--- config.mk ---
export PLATFORM = sky130hd
export DESIGN_NAME = seg_scan_scheduler
export DESIGN_NICKNAME = d
export VERILOG_FILES = /design/src/rtl/seg_scan_pkg.sv /design/src/rtl/seg_glyph_rom.sv /design/src/rtl/seg_scan_scheduler.sv
export SDC_FILE = /design/constraint.sdc
export NUM_CORES = 1
export LEC_CHECK = 0
export CORE_ASPECT_RATIO = 1.75
export CORE_MARGIN = 2
export CORE_UTILIZATION = 58
export CTS_BUF_LIST = sky130_fd_sc_hd__clkbuf_4 sky130_fd_sc_hd__clkbuf_8
export DETAILED_ROUTE_END_ITERATION = 10
export PLACE_DENSITY = 0.82
export SLEW_MARGIN = 10
export SYNTH_ARGS = -nofsm -noshare
export SYNTH_HDL_FRONTEND = slang
export SYNTH_SLANG_ARGS = --single-unit
--- constraint.sdc ---
create_clock -name clock -period 3 [get_ports clock]
set_input_delay 0.3 -clock clock [delete_from_list [all_inputs] [get_ports clock]]
set_output_delay 0.3 -clock clock [all_outputs]
set_load 0.01 [all_outputs]
--- src/rtl/seg_scan_pkg.sv ---
// Shared types and glyph constants for the seven-segment scan scheduler.
package seg_scan_pkg;

    typedef enum logic [1:0] {
        IDLE = 2'd0,
        REC  = 2'd1,
        PLAY = 2'd2
    } mode_t;

    typedef enum logic [3:0] {
        C_0, C_1, C_DASH, C_BLANK, C_r, C_E, C_C, C_P, C_L, C_A, C_Y
    } char_t;

    // Active-low {g,f,e,d,c,b,a}
    localparam logic [6:0] G_0     = 7'b1000000;
    localparam logic [6:0] G_1     = 7'b1111001;
    localparam logic [6:0] G_DASH  = 7'b0111111;
    localparam logic [6:0] G_BLANK = 7'b1111111;
    localparam logic [6:0] G_R     = 7'b0101111;
    localparam logic [6:0] G_E     = 7'b0000110;
    localparam logic [6:0] G_C     = 7'b1000110;
    localparam logic [6:0] G_P     = 7'b0001100;
    localparam logic [6:0] G_L     = 7'b1000111;
    localparam logic [6:0] G_A     = 7'b0001000;
    localparam logic [6:0] G_Y     = 7'b0010001;

    localparam logic [7:0] AN_OFF  = 8'hFF;
    localparam logic [6:0] SEG_OFF = 7'h7F;

    // Character shown on a given digit (7 = leftmost) for a mode/slot pair.
    function automatic char_t msg_char(mode_t m, logic slot, logic [2:0] digit);
        char_t slot_c;
        slot_c = slot ? C_1 : C_0;
        msg_char = C_BLANK;
        case (m)
            REC: begin
                case (digit)
                    3'd7:    msg_char = C_r;
                    3'd6:    msg_char = C_E;
                    3'd5:    msg_char = C_C;
                    3'd0:    msg_char = slot_c;
                    default: msg_char = C_BLANK;
                endcase
            end
            PLAY: begin
                case (digit)
                    3'd7:    msg_char = C_P;
                    3'd6:    msg_char = C_L;
                    3'd5:    msg_char = C_A;
                    3'd4:    msg_char = C_Y;
                    3'd0:    msg_char = slot_c;
                    default: msg_char = C_BLANK;
                endcase
            end
            default: msg_char = (digit == 3'd0) ? C_DASH : C_BLANK;
        endcase
    endfunction

endpackage

--- src/rtl/seg_glyph_rom.sv ---
// Combinational character-code to active-low segment pattern lookup.
module seg_glyph_rom
    import seg_scan_pkg::*;
(
    input  char_t      code,
    output logic [6:0] seg
);

    always_comb begin
        seg = G_BLANK;
        case (code)
            C_0:     seg = G_0;
            C_1:     seg = G_1;
            C_DASH:  seg = G_DASH;
            C_BLANK: seg = G_BLANK;
            C_r:     seg = G_R;
            C_E:     seg = G_E;
            C_C:     seg = G_C;
            C_P:     seg = G_P;
            C_L:     seg = G_L;
            C_A:     seg = G_A;
            C_Y:     seg = G_Y;
            default: seg = G_BLANK;
        endcase
    end

endmodule

--- src/rtl/seg_scan_scheduler.sv ---
// Eight-digit display scan controller: arbitrates record/playback per frame,
// scans digits with a leading blanking gap, registers all outputs.
module seg_scan_scheduler
    import seg_scan_pkg::*;
#(
    parameter int DIGIT_TICKS = 100000,
    parameter int BLANK_TICKS = 1000
)
(
    input  logic       clock,
    input  logic       reset,
    input  logic       rec_active,
    input  logic       play_active,
    input  logic       recordNum,
    input  logic       playNum,
    output logic [7:0] an,
    output logic [6:0] seg,
    output logic [1:0] mode,
    output logic       frame_tick
);

    localparam int CW = (DIGIT_TICKS > 1) ? $clog2(DIGIT_TICKS) : 1;

    logic [CW-1:0] cnt_reg;
    logic [2:0]    idx_reg;
    mode_t         state_reg;
    logic          slot_reg;
    logic          run_reg;
    logic          boundary_reg;

    logic          last_tick;
    logic          frame_end;
    logic          blank;
    char_t         cur_char;
    logic [6:0]    glyph;
    logic [7:0]    an_dec;

    assign last_tick = (cnt_reg == CW'(DIGIT_TICKS - 1));
    assign frame_end = run_reg && last_tick && (idx_reg == 3'd7);
    assign blank     = (cnt_reg < CW'(BLANK_TICKS));
    assign cur_char  = msg_char(state_reg, slot_reg, idx_reg);

    seg_glyph_rom rom (
        .code (cur_char),
        .seg  (glyph)
    );

    genvar gi;
    generate
        for (gi = 0; gi < 8; gi++) begin : g_an
            assign an_dec[gi] = (idx_reg != 3'(gi));
        end
    endgenerate

    // run_reg keeps the counters parked for one extra cycle after reset so the
    // first post-reset cycle still shows reset values.
    always_ff @(posedge clock) begin
        if (reset) begin
            run_reg      <= 1'b0;
            cnt_reg      <= '0;
            idx_reg      <= 3'd0;
            state_reg    <= IDLE;
            slot_reg     <= 1'b0;
            boundary_reg <= 1'b0;
            an           <= AN_OFF;
            seg          <= SEG_OFF;
            mode         <= IDLE;
            frame_tick   <= 1'b0;
        end else begin
            run_reg <= 1'b1;
            if (run_reg) begin
                if (last_tick) begin
                    cnt_reg <= '0;
                    idx_reg <= idx_reg + 3'd1;
                end else begin
                    cnt_reg <= cnt_reg + CW'(1);
                end
            end
            if (frame_end) begin
                if (rec_active) begin
                    state_reg <= REC;
                    slot_reg  <= recordNum;
                end else if (play_active) begin
                    state_reg <= PLAY;
                    slot_reg  <= playNum;
                end else begin
                    state_reg <= IDLE;
                end
            end
            // frame_tick lines up with the cycle mode first shows the new frame
            boundary_reg <= frame_end;
            frame_tick   <= boundary_reg;
            an           <= blank ? AN_OFF : an_dec;
            seg          <= blank ? SEG_OFF : glyph;
            mode         <= state_reg;
        end
    end

endmodule

### Gate-type map, run 1

Scale: 8 px per um.
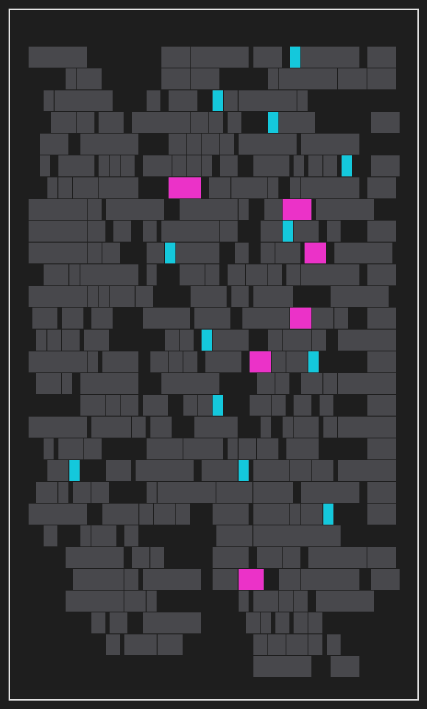
[cyan] inverters | cells: 12
[magenta] AND-OR and OR-AND gates | cells: 6
most frequently placed logic cell in the final layout: dfxtp_1
number of cells in the finished layout apart from fillers: 319

### Routing congestion map, run 1

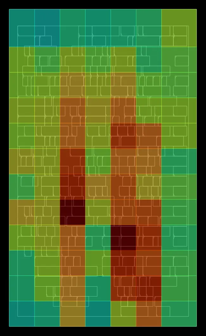
M1 GR Usage: 0.218
Post-Route Utilization: 0.710
global-route met3 utilization: 0.0523

### Cell sizes after repair, run 1

Scale: 8 px per um.
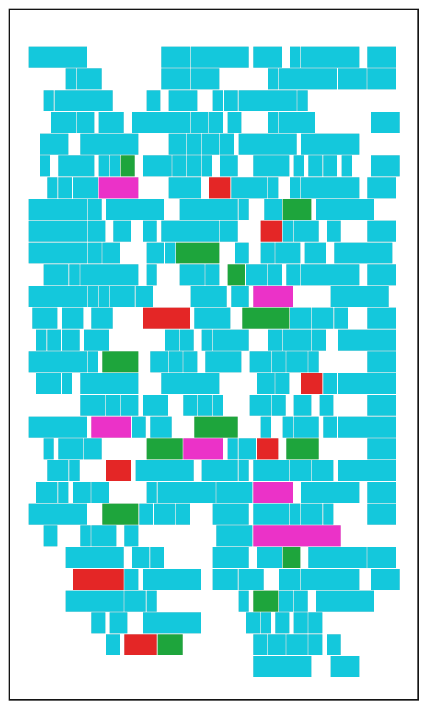
[magenta] drive 6 and up | cells: 6 | most used: clkbuf_8
[green] drive 2 | cells: 13
[cyan] drive 1 or less | cells: 246 | most used: dfxtp_1
[red] drive 3 to 4 | cells: 8 | most used: buf_4
Non-clk bufs: 27
setup slack after layout: 0.275 ns
area added between synthesis and finish: 16.3%

==> metrics.log, run 1 <==
[flow] final metrics
INFO  metric run_status = finished, final reports clean
INFO  metric synth-async-reset-ratio = 0
INFO  metric drv_slew = 0
INFO  metric edf_count = 0
INFO  metric detailedPlacementHpwl = 3.47 mm
INFO  metric timing.critical_path.fanout_max = 8
INFO  metric ff_latch_area = 861 sq um
INFO  metric largest_reg_flops = 17
INFO  metric rsz0062_at_grt = no
INFO  metric antenna-diode-count = 0
INFO  metric io_pins = 24
INFO  metric drt_pass1_iterations = 6
INFO  metric grt_antenna_before_repair = 0
INFO  metric finalSetupTns = 0 ns
INFO  metric wire_length_of_the_first_global_routing_pass = between 7 and 8 mm
INFO  metric die_area = about 4400 sq um
INFO  metric critPathArrivalTime = between 2 and 3 ns
INFO  metric worstSetupPathType = reg -> reg
INFO  metric clockPowerShare = 0.427
INFO  metric total_power = about 1.1 mW
INFO  metric timing.hold.ws = 0.441 ns
INFO  metric maxCapViolCount = 0
INFO  metric synth.yosys.warnings = 0
INFO  metric prevailing_post_synth_register_cell = dfxtp_1
INFO  metric max_clock_freq = ~370 MHz
INFO  metric p_switching = around 220 uW
INFO  metric fin_skew = ~0.009 ns
INFO  metric synth_area = between 2000 and 2500 sq um
INFO  metric layout.cells.most_common_list = dfxtp_1, clkdlybuf4s50_1, a21oi_1, nor2_1, nand3_1
[run 1: metrics by stage]
stage / setup slack (ns) / utilization / instance area, sq um
3_3_place_gp: 0.392 / 0.676 / 2480
3_5_place_dp: 0.267 / 0.676 / 2480
4_1_cts: 0.243 / 0.706 / 2590
5_1_grt: 0.0122 / 0.710 / 2600
2_1_floorplan: 0.635 / - / 2240
6_report: 0.275 / 0.710 / 2600
[run 1: how the worst max path moves through the flow]
stage / start / end / slack [ns] / cells after the start
6_report: idx_reg[0] / seg[0] / 0.28 / 11
5_1_grt: idx_reg[0] / seg[0] / 0.01 / 10
4_1_cts: idx_reg[0] / seg[0] / 0.24 / 11
3_5_place_dp: idx_reg[0] / seg[0] / 0.27 / 11
3_3_place_gp: idx_reg[0] / seg[0] / 0.39 / 11
2_1_floorplan: idx_reg[0] / seg[0] / 0.63 / 11
[run 1: synth_stat cells (3+ instances only)]
cell type	n
nor3_1	6
o21ai_0	13
dfxtp_1	43
nor2_1	18
buf_2	5
inv_1	12
clkbuf_1	5
nand4_1	6
o31ai_1	4
xnor2_1	4
buf_4	4
xor2_1	7
nand3_1	17
nand2_1	13
nor2b_1	6
a21oi_1	18
nor3b_1	3
and3_1	3
o211ai_1	4
ha_1	17
[run 1: metal layers]
metal / vias up / part of all wire / global-route usage
met3: 13 / 0.035 / 0.0523
met1: 896 / 0.37 / 0.218
met5: - / 0 / 0
li1: 943 / - / -
met4: 0 / 0.029 / 0.130
met2: 54 / 0.56 / 0.453
[run 1: cell type report]
class / instances / area share
Sequential cell: 43 / 0.331
Timing Repair Buffer: 27 / 0.100
Clock buffer: 5 / 0.0265
Multi-Input combinational cell: 183 / 0.486
Tap cell: 46 / 0.0221
Clock inverter: 3 / 0.0168
Inverter: 12 / 0.0173
[run 1: cells by family after synthesis]
kind of cell / after synthesis
simple gates: 94
compound gates: 59
flops: 43
buf+inv: 27
fa+ha+maj: 17
xor+xnor: 11
mux: 2
[run 1: timing repair]
| action | 4_1_cts | 5_1_grt |
|---|---|---|
| endpoints found under the hold margin | 0 | 0 |
| setup endpoints to repair | 0 | 1 |
| resized | 0 | 3 |
[run 1: critical path, delay by kind of cell, from the launching register on]
family	cells	cell delay (ns)
simple gates	3	0.76
compound gates	4	0.61
fa+ha+maj	3	0.76
flops	1	0.34
buf+inv	1	0.17
[run 1: power groups by stage]
stage / Sequential [mW] / Combinational (mW) / Clock [mW]
final: 0.579 / 0.0240 / 0.448
after global routing: 0.579 / 0.0273 / 0.480
after CTS: 0.579 / 0.0244 / 0.459
after detailed placement: 0.592 / 0.0241 / 0
after global placement: 0.592 / 0.0237 / 0
after floorplan: 0.590 / 0.0168 / 0
### Met2 routing, run 1

Scale: 4 px per um. Cells faint in the background.
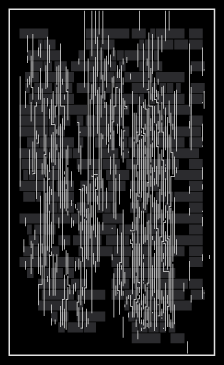

## Run 2: what changed since run 1
CORE_UTILIZATION = 34   (was 58)
PLACE_DENSITY = default   (was 0.82)
### Met2 routing, run 2

Scale: 3 px per um. Cells faint in the background.
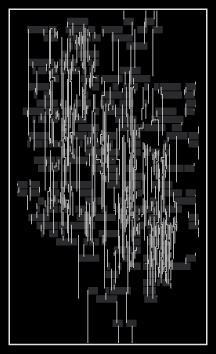
wire length on this layer: 2670 um
longest straight run: 58.8 um
nets with wire on the layer: 245
share of all routed wire: 56%
via total after detailed routing: 1877
met2 usage: 0.265
sum of routed wire length over all layers: 4.77 mm

==> metrics.log, run 2 <==
[flow] final metrics
INFO  metric ff_latch_area = 861 sq um
INFO  metric fin_skew = ~0.0081 ns
INFO  metric timing.hold.ws = roughly 0.46 ns
INFO  metric drv_slew = 0
INFO  metric placedInstanceArea = between 2000 and 3000 sq um
INFO  metric layout.cells.most_common_list = dfxtp_1, clkdlybuf4s50_1, a21oi_1, nor2_1
INFO  metric antenna-diode-count = 0
INFO  metric maxCapViolCount = 0
INFO  metric rsz0062_at_grt = no
INFO  metric final_util = 0.405
INFO  metric finalSetupTns = 0 ns
INFO  metric synth.cells.most_frequent = dfxtp_1, a21oi_1, nor2_1
INFO  metric synth.yosys.warnings = 0
INFO  metric wire_length_of_the_first_global_routing_pass = 8.16 mm
INFO  metric final_cell_area = around 2600 sq um
INFO  metric edf_count = 0
INFO  metric largest_reg_flops = 17
INFO  metric synth-async-reset-ratio = 0
INFO  metric detailedPlacementHpwl = around 3.6 mm
INFO  metric worstSetupPathType = reg -> reg
INFO  metric synth_area = ~2200 sq um
INFO  metric drt_pass1_iterations = 4
INFO  metric die_area = between 7000 and 8000 sq um
INFO  metric lay_top_count = dfxtp_1
INFO  metric run_status = finished, final reports clean
INFO  metric grt_antenna_before_repair = 0
INFO  metric synth_dominant_cell_count = dfxtp_1
### Gate-type map, run 2

Scale: 6 px per um.
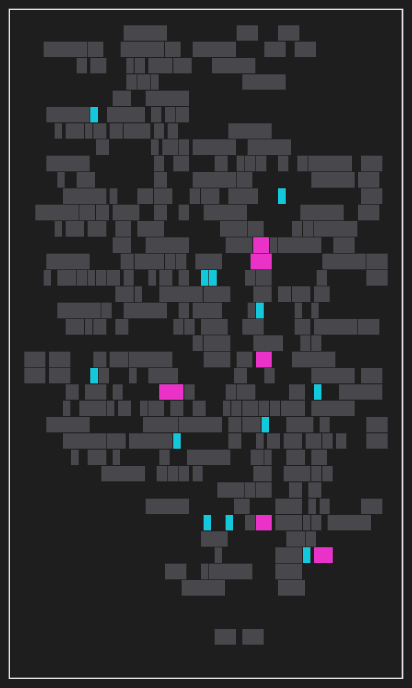
[cyan] inverters | cells: 12
[magenta] AND-OR and OR-AND gates | cells: 6
number of cells in the finished layout apart from fillers: 354
logic share of the area: 0.481

==> run 2: cell counts after synthesis <==
No cell type changed its count.
==> run 2: cell type report <==
cell class	count	area share
Multi-Input combinational cell	183	0.481
Clock inverter	3	0.00912
Sequential cell	43	0.330
Clock buffer	5	0.0264
Tap cell	82	0.0394
Inverter	12	0.0173
Timing Repair Buffer	26	0.0970
==> run 2: logic make-up after synthesis <==
logic type               after synthesis  synth area share
XOR/XNOR                              11            0.0431
buffers and inverters                 27            0.0548
AND-OR/OR-AND                         59             0.173
multiplexers                           2           0.00951
adder cells (fa/ha/maj)               17            0.0951
AND/OR/NAND/NOR                       94             0.240
flip-flops                            43             0.385
==> run 2: final timing paths <==
kind                                   start    endpoint  slack (ns)
worst max-delay path              idx_reg[0]      seg[5]        0.35
worst min-delay path            boundary_reg  frame_tick        0.46
worst max register to register    idx_reg[0]      seg[5]        0.35
worst min register to register  boundary_reg  frame_tick        0.46
==> run 2: power by group <==
part | internal [mW] | leakage (nW) | switching, mW | total, mW
Combinational | 0.0119 | 0.522 | 0.0127 | 0.0246
Clock | 0.167 | 0.0408 | 0.213 | 0.379
Sequential | 0.574 | 0.348 | 0.00498 | 0.579
Total | 0.752 | 0.910 | 0.231 | 0.983
==> run 2: critical path, cell delays in order (launching register included) <==
cell and delay (ns):
dfxtp_1 0.34, ha_1 0.22, ha_1 0.26, or2_2 0.33, a211oi_1 0.23, o32ai_1 0.13, and2_1 0.22, ha_1 0.23
nor3b_1 0.15, a22oi_1 0.20, a21oi_1 0.10, o21ai_0 0.17
==> run 2: stage by stage <==
stage,power [mW],worst slack [ns]
2_1_floorplan,0.607,0.635
3_3_place_gp,0.616,0.460
3_5_place_dp,0.617,0.348
4_1_cts,1.00,0.336
5_1_grt,1.03,0.0890
6_report,0.983,0.349
==> run 2: metal layers <==
layer | vias to the layer above | global-route usage | wire, um
li1 | 942 | - | -
met3 | 8 | 0.0244 | 109
met5 | - | 0 | 0
met2 | 33 | 0.265 | 2670
met4 | 0 | 0.0625 | 110
met1 | 894 | 0.144 | 1890
Power and IR drop assume default switching activity.
